<file path="src/rtl/sum_list_sequencer_if.sv">
// Control/status bundle between sum_list_sequencer (slave) and the board/datapath side (master).
// Handshake: start is a level request whose 0->1 edge launches a walk. busy is high from
// INIT until the walk ends. done stays high (with err for an aborted cyclic walk) until
// start is seen low on a tick edge. The sequencer then returns to IDLE and waits for a new rise.
interface sum_list_sequencer_if;
    logic       tick;
    logic       start;
    logic       next_zero;
    logic       ld_sum;
    logic       ld_next;
    logic       sum_sel;
    logic       next_sel;
    logic       a_sel;
    logic       busy;
    logic       done;
    logic       err;
    logic [7:0] node_cnt;

    modport master (
        output tick, start, next_zero,
        input  ld_sum, ld_next, sum_sel, next_sel, a_sel, busy, done, err, node_cnt
    );

    modport slave (
        input  tick, start, next_zero,
        output ld_sum, ld_next, sum_sel, next_sel, a_sel, busy, done, err, node_cnt
    );
endinterface

</file>
<file path="src/rtl/sum_list_sequencer.sv">
// Tick-gated controller that walks a linked list through the sum/next datapath.
// Define SUM_LOOP_GUARD_EN to add the MAX_NODES limit and the ERR state for cyclic lists.
module sum_list_sequencer #(
    parameter int MAX_NODES = 255
) (
    input  logic                 clk,
    input  logic                 rst,
    sum_list_sequencer_if.slave  bus,
    output logic [2:0]           dbg_state
);

    if (MAX_NODES < 1 || MAX_NODES > 255) begin : g_bad_max_nodes
        $error("sum_list_sequencer: MAX_NODES must be in 1..255");
    end

    typedef enum logic [2:0] {
        S_IDLE   = 3'd0,
        S_INIT   = 3'd1,
        S_RD_VAL = 3'd2,
        S_RD_PTR = 3'd3,
        S_CHECK  = 3'd4,
        S_DONE   = 3'd5
`ifdef SUM_LOOP_GUARD_EN
        , S_ERR  = 3'd6
`endif
    } state_t;

`ifdef SUM_LOOP_GUARD_EN
    localparam logic [7:0] NODE_LIMIT = 8'(MAX_NODES);
`endif

    state_t     state_q, state_d;
    logic [7:0] node_cnt_q, node_cnt_d;
    logic       rise_flag_q, rise_flag_d;
    logic       start_prev_q, start_prev_d;
    logic       ld_sum_q, ld_sum_d;
    logic       ld_next_q, ld_next_d;
    logic       sum_sel_q, sum_sel_d;
    logic       next_sel_q, next_sel_d;
    logic       a_sel_q, a_sel_d;
    logic       busy_q, busy_d;
    logic       done_q, done_d;
    logic       err_q, err_d;
    logic       start_rise;

    always_comb begin
        state_d      = state_q;
        node_cnt_d   = node_cnt_q;
        start_prev_d = bus.start;
        start_rise   = bus.start & ~start_prev_q;
        // Edges seen mid-walk are dropped; only an idle/finished sequencer remembers one.
        rise_flag_d  = rise_flag_q | (start_rise & ~busy_q);

        if (bus.tick) begin
            case (state_q)
                S_IDLE: begin
                    if (rise_flag_q || start_rise) begin
                        state_d     = S_INIT;
                        node_cnt_d  = 8'd0;
                        rise_flag_d = 1'b0;
                    end
                end
                S_INIT: begin
                    state_d    = S_RD_VAL;
                    node_cnt_d = node_cnt_q + 8'd1;
                end
                S_RD_VAL: state_d = S_RD_PTR;
                S_RD_PTR: state_d = S_CHECK;
                S_CHECK: begin
                    if (bus.next_zero) begin
                        state_d = S_DONE;
`ifdef SUM_LOOP_GUARD_EN
                    end else if (node_cnt_q == NODE_LIMIT) begin
                        state_d = S_ERR;
`endif
                    end else begin
                        state_d    = S_RD_VAL;
                        node_cnt_d = node_cnt_q + 8'd1;
                    end
                end
                S_DONE: begin
                    if (!bus.start) state_d = S_IDLE;
                end
`ifdef SUM_LOOP_GUARD_EN
                S_ERR: begin
                    if (!bus.start) state_d = S_IDLE;
                end
`endif
                default: state_d = S_IDLE;
            endcase
        end

        // Outputs are registered decodes of the state being entered.
        ld_sum_d   = (state_d == S_INIT) || (state_d == S_RD_VAL);
        ld_next_d  = (state_d == S_INIT) || (state_d == S_RD_PTR);
        sum_sel_d  = (state_d == S_RD_VAL);
        next_sel_d = (state_d == S_RD_PTR);
        a_sel_d    = (state_d == S_RD_PTR);
        busy_d     = (state_d == S_INIT) || (state_d == S_RD_VAL) ||
                     (state_d == S_RD_PTR) || (state_d == S_CHECK);
`ifdef SUM_LOOP_GUARD_EN
        err_d      = (state_d == S_ERR);
        done_d     = (state_d == S_DONE) || (state_d == S_ERR);
`else
        err_d      = 1'b0;
        done_d     = (state_d == S_DONE);
`endif
    end

    always_ff @(posedge clk or negedge rst) begin
        if (!rst) begin
            state_q      <= S_IDLE;
            node_cnt_q   <= 8'd0;
            rise_flag_q  <= 1'b0;
            // A start already high when reset releases must not count as a new request.
            start_prev_q <= 1'b1;
            ld_sum_q     <= 1'b0;
            ld_next_q    <= 1'b0;
            sum_sel_q    <= 1'b0;
            next_sel_q   <= 1'b0;
            a_sel_q      <= 1'b0;
            busy_q       <= 1'b0;
            done_q       <= 1'b0;
            err_q        <= 1'b0;
        end else begin
            state_q      <= state_d;
            node_cnt_q   <= node_cnt_d;
            rise_flag_q  <= rise_flag_d;
            start_prev_q <= start_prev_d;
            ld_sum_q     <= ld_sum_d;
            ld_next_q    <= ld_next_d;
            sum_sel_q    <= sum_sel_d;
            next_sel_q   <= next_sel_d;
            a_sel_q      <= a_sel_d;
            busy_q       <= busy_d;
            done_q       <= done_d;
            err_q        <= err_d;
        end
    end

    assign bus.ld_sum   = ld_sum_q;
    assign bus.ld_next  = ld_next_q;
    assign bus.sum_sel  = sum_sel_q;
    assign bus.next_sel = next_sel_q;
    assign bus.a_sel    = a_sel_q;
    assign bus.busy     = busy_q;
    assign bus.done     = done_q;
    assign bus.err      = err_q;
    assign bus.node_cnt = node_cnt_q;
    assign dbg_state    = state_q;

endmodule
</file>
<file path="src/flat_wrapper.sv">
// flat-port wrapper written by rule: the top's interface ports become plain ports
module sum_list_sequencer_flat 
#(
    parameter int MAX_NODES = 255
)
  (clk, rst, dbg_state, bus_tick, bus_start, bus_next_zero, bus_ld_sum, bus_ld_next, bus_sum_sel, bus_next_sel, bus_a_sel, bus_busy, bus_done, bus_err, bus_node_cnt);
  sum_list_sequencer_if bus_i ();
  input  logic clk;
  input  logic rst;
  output logic [2:0] dbg_state;
  input wire logic [$bits(bus_i.tick)-1:0] bus_tick;
  input wire logic [$bits(bus_i.start)-1:0] bus_start;
  input wire logic [$bits(bus_i.next_zero)-1:0] bus_next_zero;
  output wire logic [$bits(bus_i.ld_sum)-1:0] bus_ld_sum;
  output wire logic [$bits(bus_i.ld_next)-1:0] bus_ld_next;
  output wire logic [$bits(bus_i.sum_sel)-1:0] bus_sum_sel;
  output wire logic [$bits(bus_i.next_sel)-1:0] bus_next_sel;
  output wire logic [$bits(bus_i.a_sel)-1:0] bus_a_sel;
  output wire logic [$bits(bus_i.busy)-1:0] bus_busy;
  output wire logic [$bits(bus_i.done)-1:0] bus_done;
  output wire logic [$bits(bus_i.err)-1:0] bus_err;
  output wire logic [$bits(bus_i.node_cnt)-1:0] bus_node_cnt;
  assign bus_i.tick = bus_tick;
  assign bus_i.start = bus_start;
  assign bus_i.next_zero = bus_next_zero;
  assign bus_ld_sum = bus_i.ld_sum;
  assign bus_ld_next = bus_i.ld_next;
  assign bus_sum_sel = bus_i.sum_sel;
  assign bus_next_sel = bus_i.next_sel;
  assign bus_a_sel = bus_i.a_sel;
  assign bus_busy = bus_i.busy;
  assign bus_done = bus_i.done;
  assign bus_err = bus_i.err;
  assign bus_node_cnt = bus_i.node_cnt;
  sum_list_sequencer #(.MAX_NODES(MAX_NODES)) u_core (.clk(clk), .rst(rst), .bus(bus_i), .dbg_state(dbg_state));
endmodule
</file>
<file path="config.mk">
export PLATFORM = sky130hd
export DESIGN_NAME = sum_list_sequencer_flat
export DESIGN_NICKNAME = d
export VERILOG_FILES = /design/src/rtl/sum_list_sequencer_if.sv /design/src/rtl/sum_list_sequencer.sv /design/src/flat_wrapper.sv
export SDC_FILE = /design/constraint.sdc
export NUM_CORES = 1
export LEC_CHECK = 0
export ABC_AREA = 1
export CORE_MARGIN = 2
export CORE_UTILIZATION = 50
export CTS_CLUSTER_SIZE = 40
export DETAILED_ROUTE_END_ITERATION = 10
export GPL_TIMING_DRIVEN = 0
export PLACE_DENSITY = 0.82
export SYNTH_ARGS = -nofsm -noshare
export SYNTH_HDL_FRONTEND = slang
export SYNTH_SLANG_ARGS = --single-unit
</file>
<file path="constraint.sdc">
create_clock -name clk -period 3 [get_ports clk]
set_input_delay 0.3 -clock clk [delete_from_list [all_inputs] [get_ports clk]]
set_output_delay 0.3 -clock clk [all_outputs]
set_load 0.01 [all_outputs]
</file>
**Pin map**

Pins as bars across the die edge, other pins in grey.
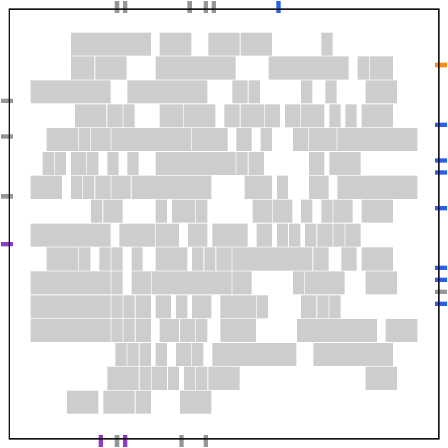
legend:
  purple:
    port: dbg_state
    pins: 3
    direction: output
    edge: 2 bottom, 1 left
  blue:
    port: bus_node_cnt
    pins: 8
    direction: output
    edge: 7 right, 1 top
  orange:
    port: bus_err
    pins: 1
    direction: output
    edge: right
all pins by edge: 9 right, 6 top, 5 bottom, 4 left

**Routed clock nets over the placement**

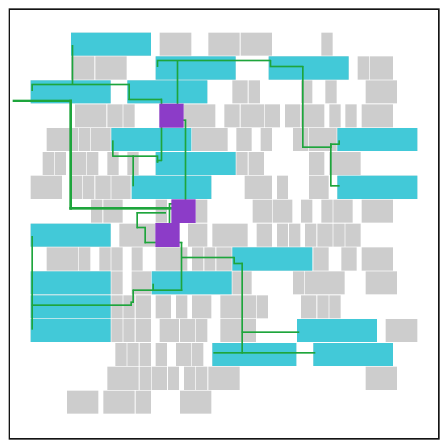
legend:
  cyan:
    item: flip-flops
    count: 19
  green:
    item: clock wires
    length: 217 µm
  purple:
    item: cells driving clock nets
    count: 3
flops lie: spread over the die
routed clock nets: 4

**Signal wires by layer**

The bar under the picture is 10 µm long.
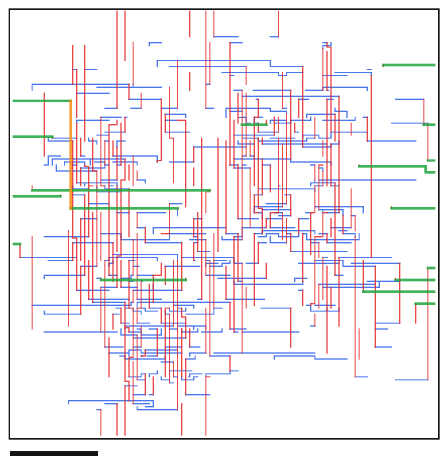
legend:
  red:
    layer: met2
    wire_length: 1050 µm
  orange:
    layer: met4
    wire_length: 12.2 µm
  green:
    layer: met3
    wire_length: 98.4 µm
  blue:
    layer: met1
    wire_length: 840 µm

**Placement view**

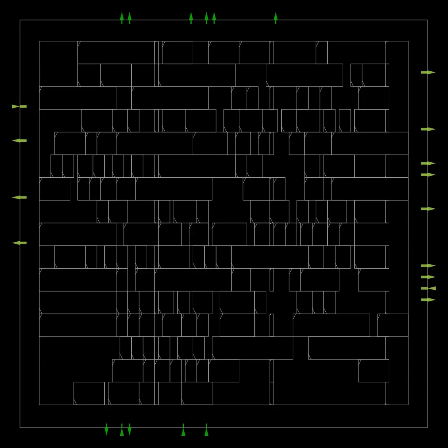
Seq/total area: 0.372
FILL cells: 165

==> summary.txt <==
fresh numbers from the pnr run: status finished clean, Leakage around 0.00061 µW, CP Max Fanout 6, CP Capture Point dbg_state[0], Worst Path Arrival roughly 1.4 ns, relative slew slack 0.455, share of cells above drive strength 1 0.122, Final Skew 0.00369 ns, Power Total 1030 µW, I/O Buffers 22, Synth Seq Share 0.476, total vias in the final route between 900 and 1000, Final HPWL DP about 1.6 mm, Sw Ratio 0.422, routability cong. ~0.84, yosys cell count 122, number of buffers created by CTS 3, DRC viols 0, FP Rows 16, initial antenna violation count 0, CP required about 2.7 ns, type of the worst setup path flop to primary output, Root Driver clkbuf_4, CTS max path bufs 2, comb. cell area ~450 µm², DRT iter0 DRCs 13, total grt overflow 0, die width 48.8 µm, YS chip area around 0.001 mm², Complex Gates by Area 0.0861, Syn Std Cell Area 0.00100 mm², n_diodes 0, H-tree levels 1, clk latency late pin 0.29 ns, RSZ-0062 raised after global routing no, Die Size 0.00238 mm², total number of yosys warnings 0, post-CTS setup buffers 0, final setup margin 1.33 ns, fin crit period between 1.5 and 2 ns, xor/xnor share 0.0175, CP bufs+invs 1, total track usage 0.177, switching pwr approximately 440 µW, Max-Cap Viols 0, Synth Area in Adders 0.0125, crit path capture type primary output, wire per inst 11.4 µm, Simple-Gate Area Share 0.330, Hold Slack 0.471 ns, area grow syn2layout 28.0%, sequential share of power 0.371, DRT Pass-1 Iters 4, Combinational Power Share 0.506, FP Core Util 0.521, Cell Type Count 25, fmax about 0.60 GHz, crit share post-route 0.556, core area about 0.0019 mm², reg-to-reg endpoint u_core.bus.ld_sum$_DFF_PN0_, vias in the first global route between 800 and 900, Synth flops 19, main logic family after synthesis simple AND/OR/NAND/NOR gates, CP delay by family, top buffers and inverters, hold buffer count at cts 0, setup slack, reg-to-reg roughly 1.5 ns, CTS tree built, WL final 2.00 mm, CP cell instances clkdlybuf4s50_1, pwr dens slightly above 800 mW/mm², Via-to-Cell Ratio 5.21, nets@finish 155, Post-Syn Instances approximately 120, Hold WC Path Type input port to asynchronous set/reset pin, CP startpoint kind flop, chip height 48.8 µm, Reg2Reg Depth 8, area taken by flip-flops and latches roughly 480 µm², first-pass GRT wire length 3.35 mm, I/O pin cnt 24, Slowest-stage cell, CP clkdlybuf4s50_1, critical path's largest stage delay 0.59 ns, internal power 597 µW, r2r startpoint u_core.dbg_state[1]$_DFF_PN0_, Clock Power Share 0.123, number of gates resized after cts 0, Final Setup Violations 0, clock sinks 19, Worst Tran Pin Value between 0.8 and 0.9 ns, Fin Setup TNS 0 ns, WP depth 1, largest net degree at the start of global routing 20, syn avg cell area 8.21 µm², crit path from u_core.dbg_state[0]$_DFF_PN0_, Mux area share 0, syn_nets ~130, Slew Viols, Final 0, total tool warning count 26, Clk pin slew, worst setup/hold paths between 0.1 and 0.15 ns, fin util 0.667, pre-CTS setup slack 1.25 ns, final hold violations 0, worst vdd ir between 600 and 700 µV
==> power by group through the flow <==
stage | clock [µW] | sequential, µW | combinational (µW)
floorplan | 0 | 405 | 306
global placement | 0 | 384 | 515
detailed placement | 0 | 386 | 525
CTS | 129 | 381 | 527
global route | 137 | 390 | 581
finish | 127 | 383 | 523
==> stage by stage <==
step                      std cells  area, µm²
after floorplan                 122       1000
after global placement          171       1260
after detailed placement        171       1260
after CTS                       175       1280
after global routing            175       1280
final                           175       1280
==> worst register-to-register path, cell delays in order, from the launching register on <==
cell and delay (ns):
dfrtp_1 0.48, nor2_2 0.21, nand3_1 0.14, nand3_1 0.09, nand2_1 0.05, nand2_1 0.16
inv_1 0.11, nand4_1 0.10, nand2_1 0.06
==> layer usage <==
| layer | track usage | vias up | wire length, µm |
|---|---|---|---|
| met5 | 0 | - | 0 |
| met4 | 0.0571 | 0 | 12 |
| met3 | 0.0245 | 2 | 98 |
| met2 | 0.333 | 19 | 1050 |
| met1 | 0.205 | 443 | 839 |
| li1 | - | 447 | - |
==> cell usage in the layout (no fill, tap or decap), drive strengths merged, types with 2 or more instances in the layout <==
cell type	count
nand2	33
clkdlybuf4s50	22
nand4	6
xor2	2
buf	2
dfrtp	18
nand3	16
nor2	10
o21bai	3
a21oi	4
inv	16
clkbuf	4
o21ai	6
==> cells in the mapped netlist <==
cell      instances  area (µm²)
a21oi_1           4        20.0
buf_4             2        15.0
conb_1            1        3.75
dfrtp_1          18         450
dfstp_2           1        26.3
ha_1              1        12.5
inv_1            15        56.3
inv_2             1        3.75
nand2_1          30         113
nand2_2           2        12.5
nand2_4           1        11.3
nand3_1          15        75.1
nand3_2           1        10.0
nand3b_1          1        7.51
nand4_1           6        37.5
nor2_1            6        22.5
nor2_2            2        12.5
nor2_4            2        22.5
o21ai_0           5        25.0
o21ai_1           1        5.00
o21bai_1          1        7.51
o21bai_2          2        22.5
o22ai_1           1        6.26
or2_2             1        6.26
xor2_1            2        17.5
==> cell type report <==
class,instances,share of cell area
Buffer,2,0.0117
Sequential cell,19,0.372
Multi-Input combinational cell,85,0.351
Timing Repair Buffer,22,0.172
Inverter,16,0.0468
Tap cell,27,0.0263
Clock buffer,4,0.0205
==> logic make-up after synthesis <==
| kind of cell | Yosys count |
|---|---|
| other | 1 |
| flip-flops | 19 |
| AND/OR/NAND/NOR | 67 |
| buffers and inverters | 18 |
| adder cells (fa/ha/maj) | 1 |
| XOR/XNOR | 2 |
| AND-OR/OR-AND | 14 |
==> state kept, by name, indices dropped and copies added, names as in the netlist <==
| register | cells |
|---|---|
| u_core.bus.done | 1 |
| u_core.bus.sum_sel | 1 |
| u_core.dbg_state | 3 |
| u_core.bus.ld_sum | 1 |
| u_core.bus.busy | 1 |
| u_core.start_prev_q | 1 |
| u_core.bus.node_cnt | 8 |
| u_core.rise_flag_q | 1 |
| u_core.bus.next_sel | 1 |
| u_core.bus.ld_next | 1 |
No activity file was given, so power comes from the tool's default toggle rates.
